[config.mk]
export PLATFORM = sky130hd
export DESIGN_NAME = tile_mv_seq_flat
export DESIGN_NICKNAME = d
export VERILOG_FILES = /design/src/rtl/tile_mv_seq_if.sv /design/src/rtl/tile_mv_seq.sv /design/src/flat_wrapper.sv
export SDC_FILE = /design/constraint.sdc
export NUM_CORES = 1
export LEC_CHECK = 0
export CORE_MARGIN = 2
export CORE_UTILIZATION = 55
export DETAILED_ROUTE_END_ITERATION = 8
export DONT_BUFFER_PORTS = 1
export PLACE_DENSITY = 0.7
export RECOVER_POWER = 25
export SETUP_SLACK_MARGIN = 0.02
export SLEW_MARGIN = 20
export SYNTH_ARGS = -nofsm -noshare
export SYNTH_HDL_FRONTEND = slang
export SYNTH_SLANG_ARGS = --single-unit
export TNS_END_PERCENT = 10
[constraint.sdc]
create_clock -name clock -period 10.5 [get_ports clock]
set_input_delay 3.15 -clock clock [delete_from_list [all_inputs] [get_ports clock]]
set_output_delay 3.15 -clock clock [all_outputs]
set_load 0.01 [all_outputs]
[src/rtl/tile_mv_seq_if.sv]
// Operand/result handshake bundle for tile_mv_seq: valid/ready on both sides,
// captured operands in, held result plus status out.
interface tile_mv_seq_if #(
    parameter int VEC_LEN  = 4,
    parameter int MAT_R    = 4,
    parameter int IN_BITS  = 4,
    parameter int OUT_BITS = 8
);
    logic                       in_valid;
    logic                       in_ready;
    logic signed [IN_BITS-1:0]  in_vec [VEC_LEN];
    logic signed [IN_BITS-1:0]  mat [MAT_R][VEC_LEN];
    logic                       out_valid;
    logic                       out_ready;
    logic signed [OUT_BITS-1:0] out_vec [MAT_R];
    logic                       sat_flag;
    logic                       busy;

    modport master (
        output in_valid, in_vec, mat, out_ready,
        input  in_ready, out_valid, out_vec, sat_flag, busy
    );

    modport slave (
        input  in_valid, in_vec, mat, out_ready,
        output in_ready, out_valid, out_vec, sat_flag, busy
    );
endinterface

[src/rtl/tile_mv_seq.sv]
// Time-multiplexed matrix-vector tile: LANES dot products per cycle, saturated to OUT_BITS.
// Optional macro TILE_RELU_EN forces negative saturated results to zero.
module tile_mv_seq #(
    parameter int VEC_LEN  = 4,
    parameter int MAT_R    = 4,
    parameter int IN_BITS  = 4,
    parameter int OUT_BITS = 8,
    parameter int LANES    = 2
) (
    input logic         clock,
    input logic         reset,
    tile_mv_seq_if.slave bus
);
    localparam int ACC_BITS  = 2*IN_BITS + $clog2(VEC_LEN);
    localparam int PROD_BITS = 2*IN_BITS;
    localparam int CMP_BITS  = ACC_BITS + OUT_BITS;
    localparam int RW        = (MAT_R > 1) ? $clog2(MAT_R) : 1;
    localparam logic [RW:0] LANE_STEP = (RW+1)'(LANES);
    localparam logic [RW:0] LAST_ROW  = (RW+1)'(MAT_R);
    localparam logic signed [CMP_BITS-1:0] SAT_MAX =
        {{(CMP_BITS-OUT_BITS+1){1'b0}}, {(OUT_BITS-1){1'b1}}};
    localparam logic signed [CMP_BITS-1:0] SAT_MIN =
        {{(CMP_BITS-OUT_BITS+1){1'b1}}, {(OUT_BITS-1){1'b0}}};
    localparam logic signed [OUT_BITS-1:0] OUT_MAX = {1'b0, {(OUT_BITS-1){1'b1}}};
    localparam logic signed [OUT_BITS-1:0] OUT_MIN = {1'b1, {(OUT_BITS-1){1'b0}}};

    generate
        if (MAT_R % LANES != 0) begin : g_lanes_check
            $error("tile_mv_seq: MAT_R must be a multiple of LANES");
        end
    endgenerate

    typedef enum logic [1:0] {IDLE, COMPUTE, DONE} state_t;
    state_t state, state_next;

    logic signed [IN_BITS-1:0]  vec_q [VEC_LEN];
    logic signed [IN_BITS-1:0]  mat_q [MAT_R][VEC_LEN];
    logic signed [OUT_BITS-1:0] shadow_q [MAT_R];
    logic signed [OUT_BITS-1:0] out_vec_q [MAT_R];
    logic [RW:0]                row_idx;
    logic                       sat_acc;
    logic                       sat_flag_q;
    logic                       in_ready, out_valid, busy;

    logic [RW:0]                lane_row  [LANES];
    logic signed [ACC_BITS-1:0] lane_acc  [LANES];
    logic signed [CMP_BITS-1:0] lane_wide [LANES];
    logic signed [OUT_BITS-1:0] lane_val  [LANES];
    logic [LANES-1:0]           lane_sat;

    always_ff @(posedge clock) begin
        if (reset) state <= IDLE;
        else       state <= state_next;
    end

    always_comb begin
        state_next = state;
        in_ready   = 1'b0;
        out_valid  = 1'b0;
        busy       = 1'b0;
        case (state)
            IDLE: begin
                in_ready = 1'b1;
                if (bus.in_valid) state_next = COMPUTE;
            end
            COMPUTE: begin
                busy = 1'b1;
                if (row_idx >= LAST_ROW) state_next = DONE;
            end
            DONE: begin
                busy      = 1'b1;
                out_valid = 1'b1;
                if (bus.out_ready) state_next = IDLE;
            end
            default: state_next = IDLE;
        endcase
    end

    // Accumulation is wide enough to never overflow; clamping happens only at the end.
    always_comb begin
        lane_sat = '0;
        for (int k = 0; k < LANES; k++) begin
            lane_row[k] = row_idx + (RW+1)'(k);
            lane_acc[k] = '0;
            if (lane_row[k] < LAST_ROW) begin
                for (int c = 0; c < VEC_LEN; c++) begin
                    lane_acc[k] = lane_acc[k] + ACC_BITS'(PROD_BITS'(vec_q[c]) *
                                  PROD_BITS'(mat_q[lane_row[k][RW-1:0]][c]));
                end
            end
            lane_wide[k] = CMP_BITS'(lane_acc[k]);
            if (lane_wide[k] > SAT_MAX) begin
                lane_val[k] = OUT_MAX;
                lane_sat[k] = 1'b1;
            end else if (lane_wide[k] < SAT_MIN) begin
                lane_val[k] = OUT_MIN;
                lane_sat[k] = 1'b1;
            end else begin
                lane_val[k] = lane_wide[k][OUT_BITS-1:0];
            end
`ifdef TILE_RELU_EN
            if (lane_val[k][OUT_BITS-1]) lane_val[k] = '0;
`endif
        end
    end

    // One extra COMPUTE cycle after the last row publishes the shadow registers.
    always_ff @(posedge clock) begin
        if (reset) begin
            row_idx    <= '0;
            sat_acc    <= 1'b0;
            sat_flag_q <= 1'b0;
            for (int r = 0; r < MAT_R; r++) begin
                out_vec_q[r] <= '0;
                shadow_q[r]  <= '0;
            end
        end else begin
            case (state)
                IDLE: begin
                    if (bus.in_valid) begin
                        vec_q   <= bus.in_vec;
                        mat_q   <= bus.mat;
                        row_idx <= '0;
                        sat_acc <= 1'b0;
                    end
                end
                COMPUTE: begin
                    if (row_idx < LAST_ROW) begin
                        for (int k = 0; k < LANES; k++) begin
                            shadow_q[lane_row[k][RW-1:0]] <= lane_val[k];
                        end
                        sat_acc <= sat_acc | (|lane_sat);
                        row_idx <= row_idx + LANE_STEP;
                    end else begin
                        out_vec_q  <= shadow_q;
                        sat_flag_q <= sat_acc;
                    end
                end
                default: ;
            endcase
        end
    end

    assign bus.in_ready  = in_ready;
    assign bus.out_valid = out_valid;
    assign bus.busy      = busy;
    assign bus.out_vec   = out_vec_q;
    assign bus.sat_flag  = sat_flag_q;
endmodule

[src/flat_wrapper.sv]
// flat-port wrapper written by rule: the top's interface ports become plain ports
module tile_mv_seq_flat 
#(
    parameter int VEC_LEN  = 4,
    parameter int MAT_R    = 4,
    parameter int IN_BITS  = 4,
    parameter int OUT_BITS = 8,
    parameter int LANES    = 2
)
  (clock, reset, bus_in_valid, bus_in_vec, bus_mat, bus_out_ready, bus_in_ready, bus_out_valid, bus_out_vec, bus_sat_flag, bus_busy);
  tile_mv_seq_if #(.VEC_LEN(VEC_LEN), .MAT_R(MAT_R), .IN_BITS(IN_BITS), .OUT_BITS(OUT_BITS)) bus_i ();
  input logic clock;
  input logic reset;
  input wire logic [$bits(bus_i.in_valid)-1:0] bus_in_valid;
  input wire logic [$bits(bus_i.in_vec)-1:0] bus_in_vec;
  input wire logic [$bits(bus_i.mat)-1:0] bus_mat;
  input wire logic [$bits(bus_i.out_ready)-1:0] bus_out_ready;
  output wire logic [$bits(bus_i.in_ready)-1:0] bus_in_ready;
  output wire logic [$bits(bus_i.out_valid)-1:0] bus_out_valid;
  output wire logic [$bits(bus_i.out_vec)-1:0] bus_out_vec;
  output wire logic [$bits(bus_i.sat_flag)-1:0] bus_sat_flag;
  output wire logic [$bits(bus_i.busy)-1:0] bus_busy;
  assign bus_i.in_valid = bus_in_valid;
  assign bus_i.in_vec = {>>{bus_in_vec}};
  assign bus_i.mat = {>>{bus_mat}};
  assign bus_i.out_ready = bus_out_ready;
  assign bus_in_ready = bus_i.in_ready;
  assign bus_out_valid = bus_i.out_valid;
  assign bus_out_vec = {>>{bus_i.out_vec}};
  assign bus_sat_flag = bus_i.sat_flag;
  assign bus_busy = bus_i.busy;
  tile_mv_seq #(.VEC_LEN(VEC_LEN), .MAT_R(MAT_R), .IN_BITS(IN_BITS), .OUT_BITS(OUT_BITS), .LANES(LANES)) u_core (.clock(clock), .reset(reset), .bus(bus_i));
endmodule
**Run 1: met1 routing**

Scale bar: 50 um. Supply wires on this layer in gray.
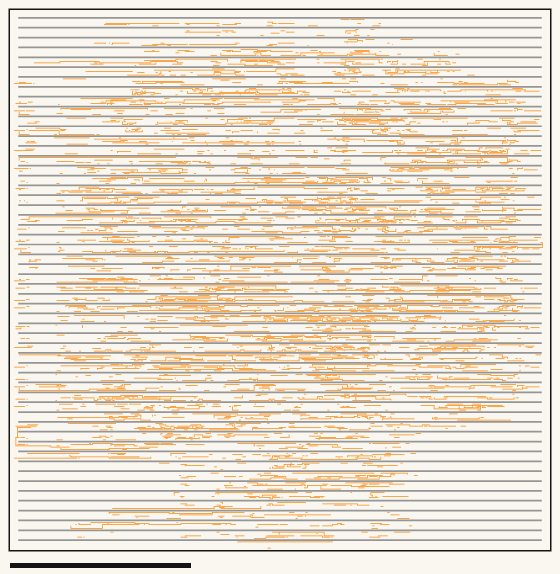
1,321 nets have wire on it. The layer holds 45% of the routed length. The longest straight run is 43.2 um. The wires run mostly horizontal. The layer carries 9,830 um of wire.

**Run 1: metal 2**

Scale bar: 50 um.
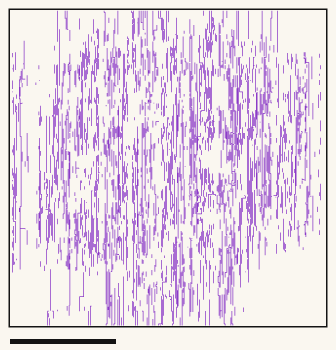
The wires run mostly vertical. 1,186 nets have wire on it.

==> results.txt, run 1 <==
Implementation results are summarized by area below.

Status
The flow ran to the end, and the final reports show no timing, DRC or antenna violations.

Synth
Yosys mapped a number of flops with a built-in enable equal to 80. The share of Yosys cell area claimed by the top area cell type is 0.208. The synthesis stat section lists a flop and latch total of 150.

Of all flip-flops after synthesis, the portion carrying an async set or reset was 0. The most frequent cell after synthesis is sky130_fd_sc_hd__inv_1. By count the netlist is led by 142 x sky130_fd_sc_hd__inv_1, 117 x sky130_fd_sc_hd__ha_1, 106 x sky130_fd_sc_hd__fa_1, 106 x sky130_fd_sc_hd__nand2_1, 80 x sky130_fd_sc_hd__edfxtp_1. The number of nets produced by synthesis is 1,402. The register area share after synthesis is 0.329. The mean cell area of the mapped netlist is 10.6 sq um. Warnings reported by Yosys during synthesis add up to 0. In the synthesized netlist, the number of instances is between 1,000 and 1,500. The number of cells in Yosys stat is about 1,100. The chip area estimate from yosys synthesis is 11,600 sq um. The main area contributors are sky130_fd_sc_hd__edfxtp_1 21%, sky130_fd_sc_hd__fa_1 18%, sky130_fd_sc_hd__ha_1 13%, sky130_fd_sc_hd__dfxtp_1 12%, sky130_fd_sc_hd__inv_1 4.6%.

Setup path
The launching point of the worst reg2reg path is u_core.row_idx[1]. The data arrival time reported for the critical path is 7.87 ns. The maximum single-stage delay on the critical path is a little under 0.6 ns. The dominant cell type by count on the critical path is sky130_fd_sc_hd__fa_1. The critical path class is register to register.

The report lists the cells along the critical path as buf_4 -> mux2i_1 -> or2_2 -> fa_1 -> fa_1 -> fa_1 -> inv_1 -> ha_1 -> fa_1 -> a21o_1 -> a21oi_1 -> xnor2_1 -> fa_1 -> inv_1 -> fa_1 -> ha_1 -> nand3_2 -> or3_4 -> a211o_1 -> a21o_4 -> mux2_4 -> o31a_1. The sort of element at the end of the critical path is a register.

Clock network
Per the TritonCTS log, the buffer count is 17. The H-tree depth is 4. The total of cells resized after clock tree synthesis is 0. The TritonCTS clock tree is yes. The clock-pin slew reported for the worst setup and hold paths after clock tree synthesis is around 0.070 ns. The total number of clock tree sinks is around 150. The clock latency reported for the late side of the worst-skew pair is 0.44 ns.

The post-cts hold buffer count is 0.

Drt
The tally of nets with antenna violations remaining after routing is 0. The wire length reported by the detailed router is ~22 mm. The post-detailed-route DRC marker count is 0. The total number of vias is between 7,000 and 8,000. According to the report, the first pass of detailed routing completed in 5 iterations.

The detailed-route wire length per cell is ~16 um. The detailed router finished its first iteration with 351 violations.

Final timing
For this run, the top clock speed supported by timing is around 130 MHz. The worst path needs ~7.5 ns of the cycle, external delays included. The actual slew at the worst max-slew pin is approximately 1.1 ns. The smallest hold slack is about 0.45 ns. In the finished design, the share of the clock period the worst path needs comes to 0.718. For reference, the final report shows the hold violation count at 0.

The final number of max-transition violations is 0. The number of setup violations in the final report is 0.

Floorplan
The initial utilization of the core area, before any placement, comes to 0.556. The die covers between 20,000 and 25,000 sq um. The number of core rows is between 50 and 60. The die height is 149 um.

The horizontal die dimension is 149 um.

Global route
The leftover overflow at the end of global routing is 0. The first global-routing pass estimated roughly 37 mm of wire. The via count of the first global-routing pass is 7,638.

The total routing usage reported by global routing is 0.212. The initial antenna violation count is 0. The largest net degree at the start of global routing is roughly 81.

Flow run
The reported max-cap violation count is 0.

Finish
The final core area utilization is 0.594. The count of antenna diodes in the layout is 0.

Place
The worst setup slack after placement is just under 3 ns.

Min path
The worst min-delay path class is register to register.
**Run 1: met3 routing**

Cells faint in the background.
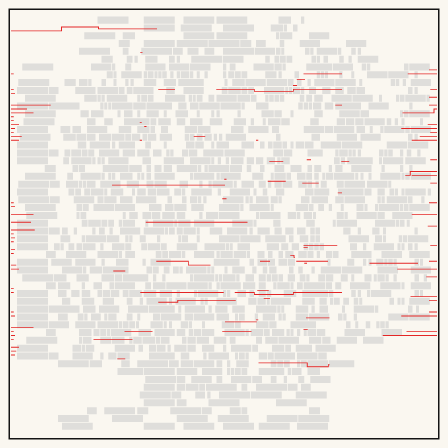
The layer holds 3.4% of the routed length. The longest straight run is 39.1 um. The wires run mostly horizontal.

## run 1: sequential cells by signal, summed over array words and instances, names as in the netlist
register and count:
u_core.mat_q 64, u_core.vec_q 16, u_core.row_idx 2, u_core.bus.sat_flag 1, u_core.shadow_q 32, u_core.sat_acc 1, u_core.bus.out_vec 32, u_core.state 2
## run 1: cell type report
cell class | instances | area, sq um
inverter | 142 | 533
fill | 1752 | 8450
multi-input combinational | 775 | 7090
sequential | 150 | 3800
tap | 275 | 344
timing repair buffer | 2 | 15.0
clock inverter | 14 | 134
clock buffer | 18 | 450
## run 1: path summary, 6_finish.rpt
kind,end,slack [ns],cells past startpoint
max,u_core.sat_acc,2.96,22
min,u_core.bus.out_vec[24],0.45,2
max reg2reg,u_core.sat_acc,2.96,22
min reg2reg,u_core.bus.out_vec[24],0.45,2
## run 1: cell usage in the layout (no fill, tap or decap), types with 3 or more instances in the layout
master                        n
sky130_fd_sc_hd__a22o_1      10
sky130_fd_sc_hd__inv_1      142
sky130_fd_sc_hd__nand3_1     13
sky130_fd_sc_hd__and2_1      21
sky130_fd_sc_hd__xnor2_1     50
sky130_fd_sc_hd__nand2_1    106
sky130_fd_sc_hd__nor2_1      42
sky130_fd_sc_hd__o211ai_1     5
sky130_fd_sc_hd__mux2i_1     29
sky130_fd_sc_hd__xor2_1      18
sky130_fd_sc_hd__dfxtp_1     69
sky130_fd_sc_hd__a21o_1      19
sky130_fd_sc_hd__or2_2       12
sky130_fd_sc_hd__edfxtp_1    80
sky130_fd_sc_hd__nor2b_1     46
sky130_fd_sc_hd__nand2b_1    19
sky130_fd_sc_hd__fa_1       106
sky130_fd_sc_hd__or3_1        3
sky130_fd_sc_hd__ha_1       117
sky130_fd_sc_hd__mux2_2      11
sky130_fd_sc_hd__o221ai_1     5
sky130_fd_sc_hd__nor3_1       3
sky130_fd_sc_hd__a211oi_1    20
sky130_fd_sc_hd__o21ai_0      8
sky130_fd_sc_hd__clkbuf_16   18
sky130_fd_sc_hd__inv_6        4
sky130_fd_sc_hd__a21oi_1     74
## run 1: per-layer routing
layer | part of all wire | global-route usage | routed length [um] | vias to the layer above
met4 | 0.029 | 0.0929 | 625 | 0
met2 | 0.48 | 0.354 | 10500 | 129
li1 | - | - | - | 3645
met1 | 0.45 | 0.269 | 9830 | 3551
met3 | 0.034 | 0.0419 | 746 | 31
met5 | 0 | 0 | 0 | -
## run 1: metrics by stage
step | area (sq um) | cells
after floorplan | 11600 | 1095
after global routing | 12400 | 1376
final | 12400 | 1376
after global placement | 11800 | 1344
after CTS | 12400 | 1376
after detailed placement | 11800 | 1344
## run 1: cells by family after synthesis
kind of cell	Yosys count	synth area share
AOI/OAI and AO/OA	166	0.0965
buffers and inverters	170	0.0588
DFF	150	0.329
muxes	41	0.0371
xor gates and xnor gates	68	0.0515
adders and majority gates	223	0.310
and+or+nand+nor	277	0.118
**Run 1: signal wires on met4**

Scale bar: 50 um. Supply wires on this layer in gray.
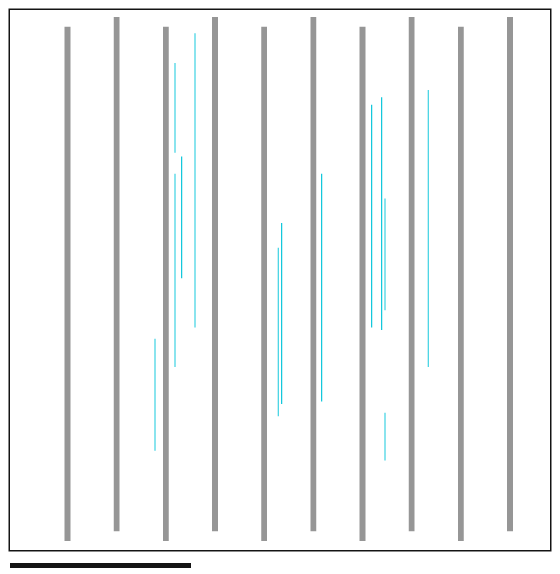

==> run 1 -> run 2 <==
==> constraint.sdc (replaced) <==
create_clock -name clock -period 7.5 [get_ports clock]
set_input_delay 2.25 -clock clock [delete_from_list [all_inputs] [get_ports clock]]
set_output_delay 2.25 -clock clock [all_outputs]
set_load 0.01 [all_outputs]
**Run 2: signal wires on met4**

Scale bar: 50 um. Supply wires on this layer in gray.
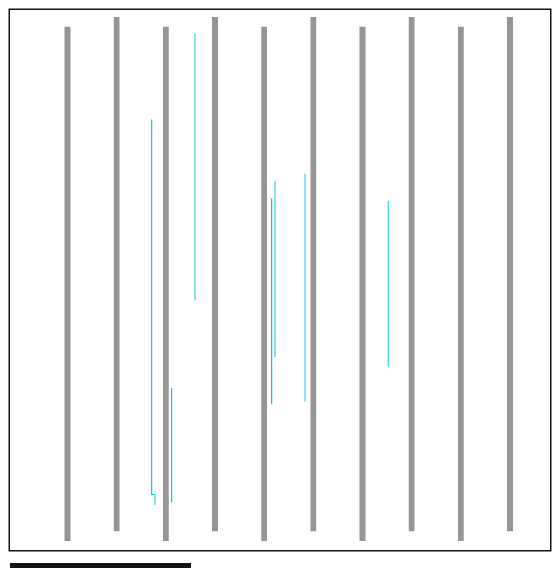
The longest straight run is 103 um. 6 nets have wire on it.

==> results.txt, run 2 <==
Implementation results are summarized by area below.

Finish
The most flop-heavy register is u_core.mat_q. The layout filler cell count is 1,764. The area taken by sequential standard cells is reported as ~3800 sq um. The register with the most flip-flops in the layout has ~64 of them. In the layout the commonest cells are 142 x sky130_fd_sc_hd__inv_1, 117 x sky130_fd_sc_hd__ha_1, 106 x sky130_fd_sc_hd__fa_1.

Counting only logic cells after layout, the most numerous master is sky130_fd_sc_hd__inv_1. The layout-stage area growth over the synthesis result is 7.99%. The combined area of the multi-input logic cells is just over 7000 sq um. The count of antenna diodes in the layout is 0.

Final timing
Headroom to the max-slew limit came out at 0.304. Dividing the final minimum period by the clock period gives 0.945. The final critical-path required period is between 7 and 8 ns. The final max-slew violation count recorded for this run is 0. The clock arrives with between 0.02 and 0.025 ns of skew. The peak clock frequency supported by timing is between 100 and 150 MHz. The final-report hold violation count is 0. Once routing completed, OpenROAD measured the worst setup slack at approximately 0.41 ns.

For the final routed database, the setup TNS stands at 0 ns. The pin closest to its max-slew limit shows a slew of around 1.0 ns. In the final report, the number of endpoints failing setup comes to 0.

Hold is met by around 0.44 ns.

Clock network
Buffers inserted to repair hold after CTS numbered 0. For the worst-skew pair, the clock arrives at the later sink with an insertion delay of approximately 0.44 ns. The H-tree depth is 4.

Looking at the clock tree report, the root buffer type is sky130_fd_sc_hd__clkbuf_16. The total of cells resized after clock tree synthesis is 0. The worst-case clock buffer depth is 2. Buffers inserted during clock tree synthesis total 17. On the worst setup and hold paths after CTS, the clock-pin slew comes to about 0.060 ns. Clock tree synthesis found a total of ~150 sinks. The TritonCTS clock tree is yes.

Floorplan
Per the OpenROAD floorplan log, the width of the die is around 150 um. In this run the core area contains 53 standard-cell rows. The die outline area is 22,200 sq um.

The initial standard-cell utilization of the core is 0.556. The die height is 149 um.

Synth
Summed over all instances, the cell type with the most area after synthesis is sky130_fd_sc_hd__edfxtp_1. When the netlist entered floorplanning its net count stood at between 1,000 and 1,500. Post-synthesis, Yosys gives the total cell area as roughly 12,000 sq um. For this run, the register share of the synthesized area comes to 0.329.

Counting distinct cell types in the post-synthesis netlist gives 60. The number of cells in Yosys stat is roughly 1,100. In this run, synthesis produced a sequential element count of approximately 150. Yosys reports that the most numerous cell types are 142 x sky130_fd_sc_hd__inv_1, 117 x sky130_fd_sc_hd__ha_1, 106 x sky130_fd_sc_hd__fa_1, 106 x sky130_fd_sc_hd__nand2_1, 80 x sky130_fd_sc_hd__edfxtp_1. The mean cell area of the mapped netlist is 10.6 sq um. The number of enable-type register cells in the synthesized netlist is 80. Synthesis handed over a netlist of ~1,100 instances. Among all cell types in the netlist, the one instantiated most often is sky130_fd_sc_hd__inv_1.

The warning count from the yosys run is 0. The share of Yosys cell area claimed by the top area cell type is 0.208. The main area contributors are sky130_fd_sc_hd__edfxtp_1 21%, sky130_fd_sc_hd__fa_1 18%, sky130_fd_sc_hd__ha_1 13%, sky130_fd_sc_hd__dfxtp_1 12%, sky130_fd_sc_hd__inv_1 4.6%. Of all flip-flops after synthesis, the portion carrying an async set or reset was 0.

Setup path
The maximum single-stage delay on the critical path is ~0.57 ns. The worst setup path is launched from a register. The dominant cell type by count on the critical path is sky130_fd_sc_hd__fa_1. The data arrival time reported for the critical path is 7.40 ns. The maximum fanout encountered on the critical timing path is 19. Tracing the worst setup path back leads to its startpoint at u_core.row_idx[1]. The worst setup path is captured at a register. The cell class contributing the biggest share of worst-path delay is adder cells. The critical path is of the register to register type. Walking the worst path, the cells encountered are mux2i_1 -> nand2b_1 -> fa_1 -> fa_1 -> fa_1 -> inv_1 -> ha_1 -> fa_1 -> a21o_1 -> a21oi_1 -> xnor2_1 -> fa_1 -> inv_1 -> fa_1 -> ha_1 -> nand3_2 -> or3_4 -> a211o_1 -> a21o_4 -> mux2_4 -> o31a_1.

The launch point of the worst register-to-register path is recorded as u_core.row_idx[1].

Drt
The routed layout has 7,364 vias. The number of violations reported at the end of detailed-routing iteration 0 is between 300 and 400. The vias per cell is approximately 5.3. The length of the first detailed-routing pass in iterations is 4.

Per the post-route antenna check, the number of violating nets is 0. The post-detailed-route DRC marker count is 0. The detailed-route wire length per cell is approximately 16 um. The wire length reported by the detailed router is roughly 22 mm.

Place
In this run the tool buffered the top-level ports with 0 buffer cells. The last weighted congestion value of the routability-driven placer is just under 0.9. At the placement stage, the worst setup path has a slack of roughly 0.23 ns.

Global route
The wire length of the first global-routing pass is between 30 and 40 mm. The via count of the first global-routing pass is 7,501. For this run, the total global-route usage over all layers was measured as 0.216.

The leftover overflow at the end of global routing is 0. Entering global routing, the biggest net connects 67 pins. The initial antenna violation count is 0.

Status
The run finished with clean final reports.

Min path
STA reports the tightest min-delay check as being of type register to register. Per the hold report, the tightest min-delay path originates at u_core.shadow_q[7].

Flow run
The run reported a max-capacitance violation count of 0.
**Run 2: met3 routing**

Cells faint in the background.
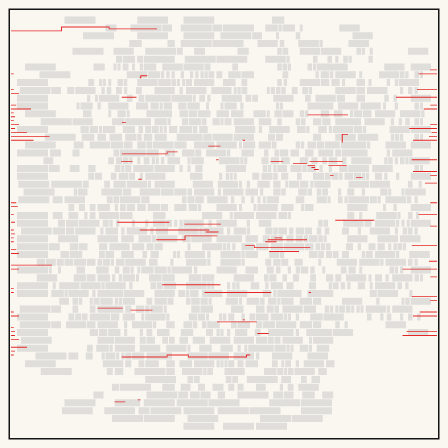
91 nets have wire on it. The longest straight run is 23.9 um.

run 2: final timing paths:
kind,to,slack [ns],cells past startpoint
min,u_core.bus.out_vec[7],0.44,2
min reg2reg,u_core.bus.out_vec[7],0.44,2
max,u_core.sat_acc,0.41,21
max reg2reg,u_core.sat_acc,0.41,21
run 2: cell families (layout without fill, tap and decap cells):
logic type	count (synthesis)	count (layout)	synth area share
AND/OR/NAND/NOR	277	277	0.118
adder cells (fa/ha/maj)	223	223	0.310
buffers and inverters	170	188	0.0588
AND-OR/OR-AND	166	166	0.0965
flip-flops	150	150	0.329
XOR/XNOR	68	68	0.0515
multiplexers	41	41	0.0371
run 2: worst register-to-register path, stage by stage, from the launching register on:
cell and delay [ns]:
sky130_fd_sc_hd__dfxtp_4 0.55, sky130_fd_sc_hd__mux2i_1 0.46, sky130_fd_sc_hd__nand2b_1 0.19, sky130_fd_sc_hd__fa_1 0.45
sky130_fd_sc_hd__fa_1 0.49, sky130_fd_sc_hd__fa_1 0.51, sky130_fd_sc_hd__inv_1 0.04, sky130_fd_sc_hd__ha_1 0.21
sky130_fd_sc_hd__fa_1 0.40, sky130_fd_sc_hd__a21o_1 0.19, sky130_fd_sc_hd__a21oi_1 0.19, sky130_fd_sc_hd__xnor2_1 0.14
sky130_fd_sc_hd__fa_1 0.57, sky130_fd_sc_hd__inv_1 0.07, sky130_fd_sc_hd__fa_1 0.47, sky130_fd_sc_hd__ha_1 0.39
sky130_fd_sc_hd__nand3_2 0.09, sky130_fd_sc_hd__or3_4 0.41, sky130_fd_sc_hd__a211o_1 0.35, sky130_fd_sc_hd__a21o_4 0.25
sky130_fd_sc_hd__mux2_4 0.26, sky130_fd_sc_hd__o31a_1 0.28
run 2: layout make-up:
| type | count | share of cell area |
|---|---|---|
| Multi-Input combinational cell | 775 | 0.568 |
| Tap cell | 275 | 0.0275 |
| Clock inverter | 14 | 0.0124 |
| Clock buffer | 18 | 0.0360 |
| Timing Repair Buffer | 14 | 0.00841 |
| Inverter | 142 | 0.0427 |
| Sequential cell | 150 | 0.305 |
run 2: per-layer routing:
metal  global-route usage  share of wire  vias to the layer above
met5                    0              0                        -
li1                     -              -                     3659
met2                0.359           0.49                      134
met4               0.0714          0.019                        0
met1                0.289           0.46                     3552
met3               0.0352          0.030                       19
run 2: through the flow:
step           instance area (sq um)  instances   util
6_report                       12500       1388  0.600
5_1_grt                        12500       1388  0.600
4_1_cts                        12500       1388  0.600
3_5_place_dp                   11900       1356  0.571
3_3_place_gp                   11900       1356  0.571
2_1_floorplan                  11600       1095      -
